Design mem_sched_flat, sky130hd; sources not shown.
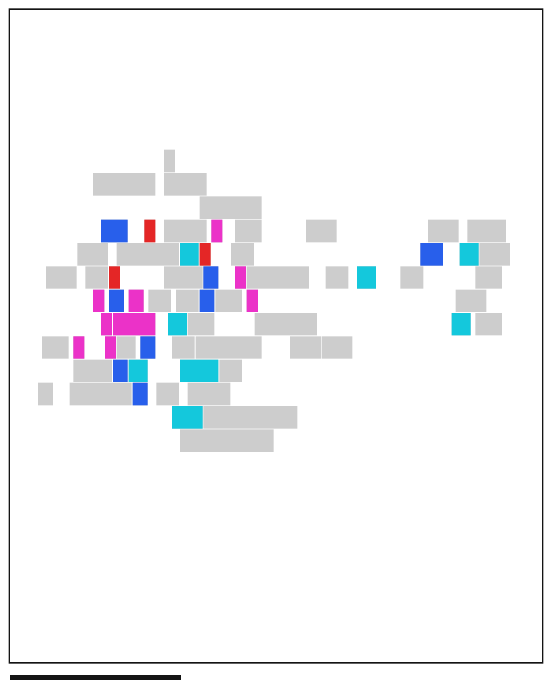
**Above:** run 1 (selected gate families).
Bar = 20 µm.
Key: AND and OR gates = cyan [cells 8]; NOR gates = magenta [cells 9, where west]; inverting AOI/OAI gates = blue [cells 8]; inverters = red [cells 3]
Comb area share: 29.9%
most numerous logic cell after layout: buf_4
non-filler cells, final: 121

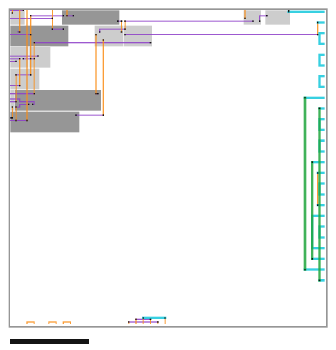
**Above:** run 1 (layout detail).
Bar = 10 µm. Region (22, 0) to (62, 40) µm. Cells in gray, sequential cells in the stronger gray; small squares are vias.
Key: met1 = purple; met2 = orange; met4 = green; met3 = cyan
Sequential cells in the window: 4. 12 logic cells have their middle in the window. Most frequent: edfxtp_1 (2).

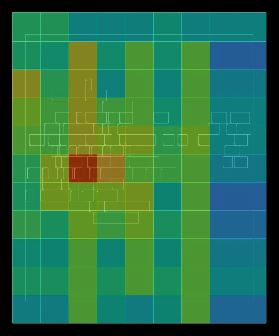
**Above:** run 1 (routing congestion map).
met3 GRT Util: 2.20%
global routing's busiest layer: met4
final design utilization: 19.9%
GR Layer Usage met2: 6.74%
DR WL/cell: 12.9 µm

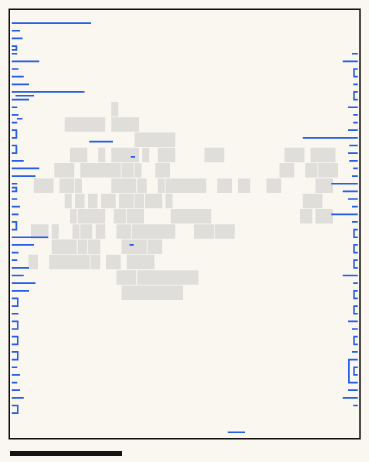
**Above:** run 1 (met3 routing).
Bar = 20 µm.
The layer carries 202 µm of wire. 58 nets have wire on it.
vias: 469
drt total wl: 1560 µm

==> results.cfg, run 1 <==
; generated from flow reports
[run_status]
status = finished clean

[pwr]
leakagePower_nw = 0.319
ir_drop_uv = 271
cellPowerDensity_nw_per_um2 = 806

[sta]
hold_ws_ps = 262
grt_setup_unrepaired = no
slew_headroom_pct = 83.6
worst_pin_slew_ps = 245
finalCritPeriodShare_pct = 96.0
maxSlewViolCount = 0
max_freq_mhz = 508
setup_violations = 0
hold_viol = 0
period_needed_ps = 1970

[worst_setup_path]
cp.required_ps = 2010
reg2reg_slack_ps = 160
worstPathArrival_ps = 1930
endpoint_kind = register
startpoint_type = primary input
cp_max_fo = 3
worstSetupPathType = in -> reg
ff2ff_path_depth = 6

[place]
dp_hpwl_um = 1230
gp_congestion = 0.659
dpl_cell_area_um2 = 673
io_buffers = 12

[cts]
htree_num_levels = 1
cts_buffers = 3
cts.sinks = 9
ctsRootBufferMaster = clkbuf_8
cts_tree = done
clock.latency.late_pin_ps = 230
path_clk_slew_ps = 40
cts_max_path_buffers = 2

[job]
maxCapViolCount = 0
warnings = 26

[global_route]
grt_pass1_wl_um = 2210
grt_overflow = 0
grt_usage_pct = 6.65
grt_max_degree = 9
met1_usage_pct = 6.52
grt_pass1_vias = 440
antenna_found_initial = 0

[floorplan]
initial_core_util_pct = 24.9
rows = 24
die_h_um = 76.1
io_pins = 141
fp.dieW_um = 62.1
die-area_um2 = 4730
core-area_um2 = 3630

[yosys]
syn_area_um2 = 905
syn_area_per_cell_um2 = 8.30
async_reset_ff_share_pct = 0
yosys.stat.seqShare_pct = 22.1
edf_count = 2
synth_cells = 109
synth-seq-cells = 9
synth_nets = 180
ff_type = dfxtp_1
top_cell_area_share_pct = 53.1
area_leaders = buf_4 53%, dfxtp_1 15%, edfxtp_1 6.6%, nor2_1 2.9%, mux2i_1 2.2%
yosys_cells = 109
ys_area_um2 = 905
yosys.area.top_type = buf_4
synthDistinctLibCells = 23
yosysWarningCount = 0

[worst_hold_path]
whs_path_depth = 2
hold_path_class = reg -> reg

[drt]
wl_met1_um = 554
viasPerCell = 3.88
dr.pass1.iters = 4
route.met3.wl_um = 202
drcViolationCount = 0
final_antenna_net_count = 0
dr.first_iter.drc_count = 5
highest_layer = met4
met2WireLength_um = 515

[layout]
synthToLayoutAreaGrowth_pct = -20.1
final_cell_mix = 9 x buf_4, 7 x nor2_1, 6 x dfxtp_1, 6 x clkdlybuf4s50_1
drive_above_1_share_pct = 24.6
final_nets = 141
post-route-cell-area_um2 = 723
antenna_cells = 0
==> run 1: cell families after synthesis <==
family,count (synthesis),share of synthesized area (%)
AOI/OAI and AO/OA,8,5.12
xor gates and xnor gates,3,2.91
adders and majority gates,1,1.38
buffers and inverters,68,54.8
DFF,9,22.1
muxes,2,2.21
and+or+nand+nor,18,11.5
==> run 1: area by class of cell <==
cell class,instances,area [µm²]
inverter,3,11.3
tap,52,65.1
timing repair buffer,21,184
multi-input combinational,32,216
fill,406,2910
clock buffer,4,45.0
sequential,9,201
==> run 1: cells in the mapped netlist (2+ instances only) <==
library cell   n
a21oi_1        3
and2_1         2
buf_4         64
dfxtp_1        7
edfxtp_1       2
inv_1          3
mux2i_1        2
nor2_1         7
o21ai_0        3
or3_1          2
xor2_1         2
==> run 1: power breakdown <==
group | switching [mW] | internal [mW]
clock network | 0.0698 | 0.135
registers | 0.0137 | 0.198
logic | 0.0700 | 0.0958
==> run 1: what timing repair did <==
item,4_1_cts,5_1_grt
gates cloned,0,0
setup endpoints to repair,5,4
gates resized,5,6
hold buffers,0,0
buffers inserted,0,0
==> run 1: worst max-delay path, stage by stage <==
cell and delay (ps):
clkdlybuf4s50_1 430, buf_4 150, o21ai_0 170, ha_1 270
or3_1 350, a21oi_1 140
==> run 1: through the flow <==
| stage | TNS [ps] | total power, mW | util [%] | setup WS (ps) | std cells |
|---|---|---|---|---|---|
| final | 0 | 0.583 | 19.9 | 81.4 | 121 |
| after global routing | 0 | 0.624 | 19.9 | 28.6 | 121 |
| after CTS | 0 | 0.590 | 19.7 | 3.86 | 121 |
| after detailed placement | -979 | 0.390 | 18.5 | -246 | 117 |
| after global placement | -919 | 0.387 | 18.5 | -249 | 117 |
| after floorplan | 0 | 0.416 | - | 322 | 109 |
**Run 1: metal 1**

Bar = 20 µm. Supply wires on this layer in gray.
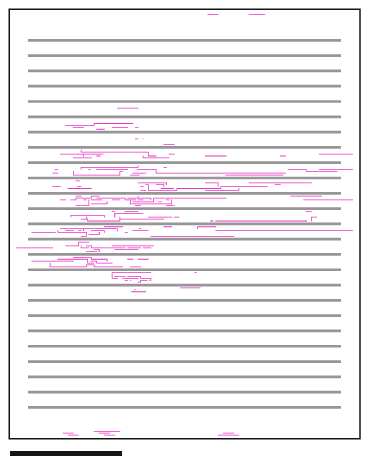

--- run 2 (diff from run 1) ---
--- a/config.mk
+++ b/config.mk
@@ -8,9 +8,9 @@
 export CAP_MARGIN = 20
 export CORE_ASPECT_RATIO = 1.25
 export CORE_MARGIN = 3
-export CORE_UTILIZATION = 23
+export CORE_UTILIZATION = 24
 export DETAILED_ROUTE_END_ITERATION = 6
-export PLACE_DENSITY = 0.87
+export PLACE_DENSITY = 0.9
 export SYNTH_ARGS = -nofsm -noshare
 export SYNTH_HDL_FRONTEND = slang
 export SYNTH_SLANG_ARGS = --single-unit
==> constraint.sdc (replaced) <==
create_clock -name clk -period 2.3 [get_ports clk]
set_clock_uncertainty 0.2 [all_clocks]
set_input_delay 0.46 -clock clk [delete_from_list [all_inputs] [get_ports clk]]
set_output_delay 0.46 -clock clk [all_outputs]
set_load 0.01 [all_outputs]
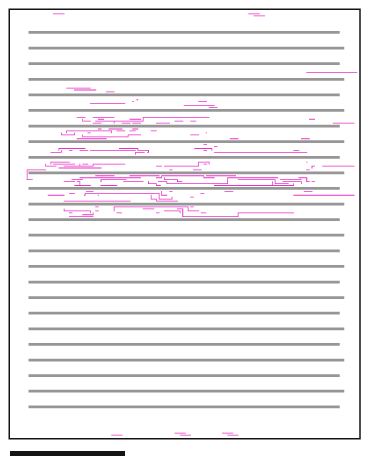
**Above:** run 2 (metal 1).
Bar = 20 µm. Supply wires on this layer in gray.
71 nets have wire on it. The wires run mostly horizontal.
drt total wl: 1510 µm
routing usage on met1: 5.95%
vias: 453

==> run 2 against run 1 <==
- area after synthesis is the same
- setup slack worse by 7.1 ps
- core utilization is 0.91 points lower
- critical path type is now in -> out
==> results.cfg, run 2 <==
; generated from flow reports
[run_status]
status = finished clean

[worst_setup_path]
path_cells = clkdlybuf4s50_1 > and2_1 > clkdlybuf4s50_1
worstSetupPathType = in -> out
endpoint_kind = primary output
cp_common_cell = clkdlybuf4s50_1
cp_num_cells = 3
worstPathArrival_ps = 1570
startpoint_type = primary input
ff2ff_path_depth = 5
worst_path_dominant_cell_family = buffers and inverters

[yosys]
yosys_cells = 109
top_cell_area_share_pct = 53.1
synthDistinctLibCells = 23
ff_type = dfxtp_1
yosysMostFrequentCell = buf_4
area_leaders = buf_4 53%, dfxtp_1 15%, edfxtp_1 6.6%, nor2_1 2.9%, mux2i_1 2.2%
synth_nets = 180
async_reset_ff_share_pct = 0
ys_area_um2 = 905
syn_area_per_cell_um2 = 8.30
edf_count = 2
yosysWarningCount = 0

[pwr]
seqPwrFrac_pct = 38.4
pwr-share-comb_pct = 26.0
clk-power_uw = 180
maxPowerGroup = registers
ir_drop_uv = 325
cellPowerDensity_nw_per_um2 = 750
p_sw_uw = 130
pg_seq_uw = 194
p_total_uw = 505
p_sw_share_pct = 25.7

[sta]
slew_headroom_pct = 80.4
hold_ws_ps = 268
tns_ps = 0
maxSlewViolCount = 0
hold_viol = 0
finalCritPeriodShare_pct = 96.8
grt_setup_unrepaired = no
period_needed_ps = 2230
setup_violations = 0

[global_route]
grt_pass1_wl_um = 2260
grt_usage_pct = 6.98
grt_max_degree = 10
antenna_found_initial = 0
grt_overflow = 0

[place]
dp_hpwl_um = 1210
gp_congestion = 0.716

[floorplan]
initial_core_util_pct = 25.5
io_pins = 141
fp.dieW_um = 60.9
core-area_um2 = 3540
rows = 24
die-area_um2 = 4550

[cts]
htree_num_levels = 1
cts_max_path_buffers = 2
cts.sinks = 9
cts_tree = done
postCtsSetupRepairBufs = 0
clock.latency.late_pin_ps = 230
ctsRootBufferMaster = clkbuf_8
postCtsHoldBufs = 0

[layout]
final_nets = 137
final_cell_mix = 9 x clkdlybuf4s50_1, 7 x nor2_1, 6 x dfxtp_1
synthToLayoutAreaGrowth_pct = -25.6
mostFrequentLayoutCell = clkdlybuf4s50_1

[drt]
viasPerCell = 4.36
wl_per_cell_um = 14.5
drcViolationCount = 0
final_antenna_net_count = 0
dr.first_iter.drc_count = 26

[worst_hold_path]
hold_path_class = reg -> reg
whs_path_depth = 2

[job]
warnings = 26
-- run 2: cell types whose count changed in the layout (fill, tap and decap cells not counted) --
cell / change
buf_4: -4
clkdlybuf4s50_1: +3
clkbuf_2: -1
dlygate4sd2_1: -1
dlymetal6s2s_1: -1
nor2b_1: +1
nor2b_4: -1
-- run 2: metal layers --
layer / part of all wire, % / wire [µm] / GRT usage, %
met1: 31 / 460 / 5.95
met2: 34 / 519 / 7.49
met3: 17 / 259 / 4.80
met4: 18 / 267 / 12.8
met5: 0 / 0 / 0
-- run 2: area by class of cell --
class                      count  area, µm²
timing repair buffer          17        158
fill                         393       2870
multi-input combinational     32        209
inverter                       3       11.3
sequential                     9        201
tap                           39       48.8
clock buffer                   4       45.0
-- run 2: timing repair --
item | CTS | global route
pin swaps | 0 | 0
gates resized | 2 | 2
setup endpoints to repair | 2 | 1
endpoints found under the hold margin | 0 | 0
-- run 2: logic make-up (layout without fill, tap and decap cells) --
logic type               count (synthesis)  after routing  share of synthesized area [%]
XOR/XNOR                                 3              3                           2.91
flip-flops                               9              9                           22.1
multiplexers                             2              2                           2.21
AND-OR/OR-AND                            8              8                           5.12
AND/OR/NAND/NOR                         18             18                           11.5
adder cells (fa/ha/maj)                  1              1                           1.38
buffers and inverters                   68             24                           54.8
-- run 2: worst reg2reg max path, cell delays in order, from the launching register on --
cell	delay, ps
dfxtp_2	360
o211ai_1	290
inv_1	80
ha_1	310
or3_1	340
a21oi_1	130
-- run 2: stage by stage --
step                      cell area [µm²]  cells  worst slack [ps]
after floorplan                       905    109               572
after global placement                627    100              -117
after detailed placement              627    100              -114
after CTS                             669    104              37.9
after global routing                  673    104              34.5
final                                 673    104              74.2
Power figures rest on the tool's default switching activity, not on a simulated workload.
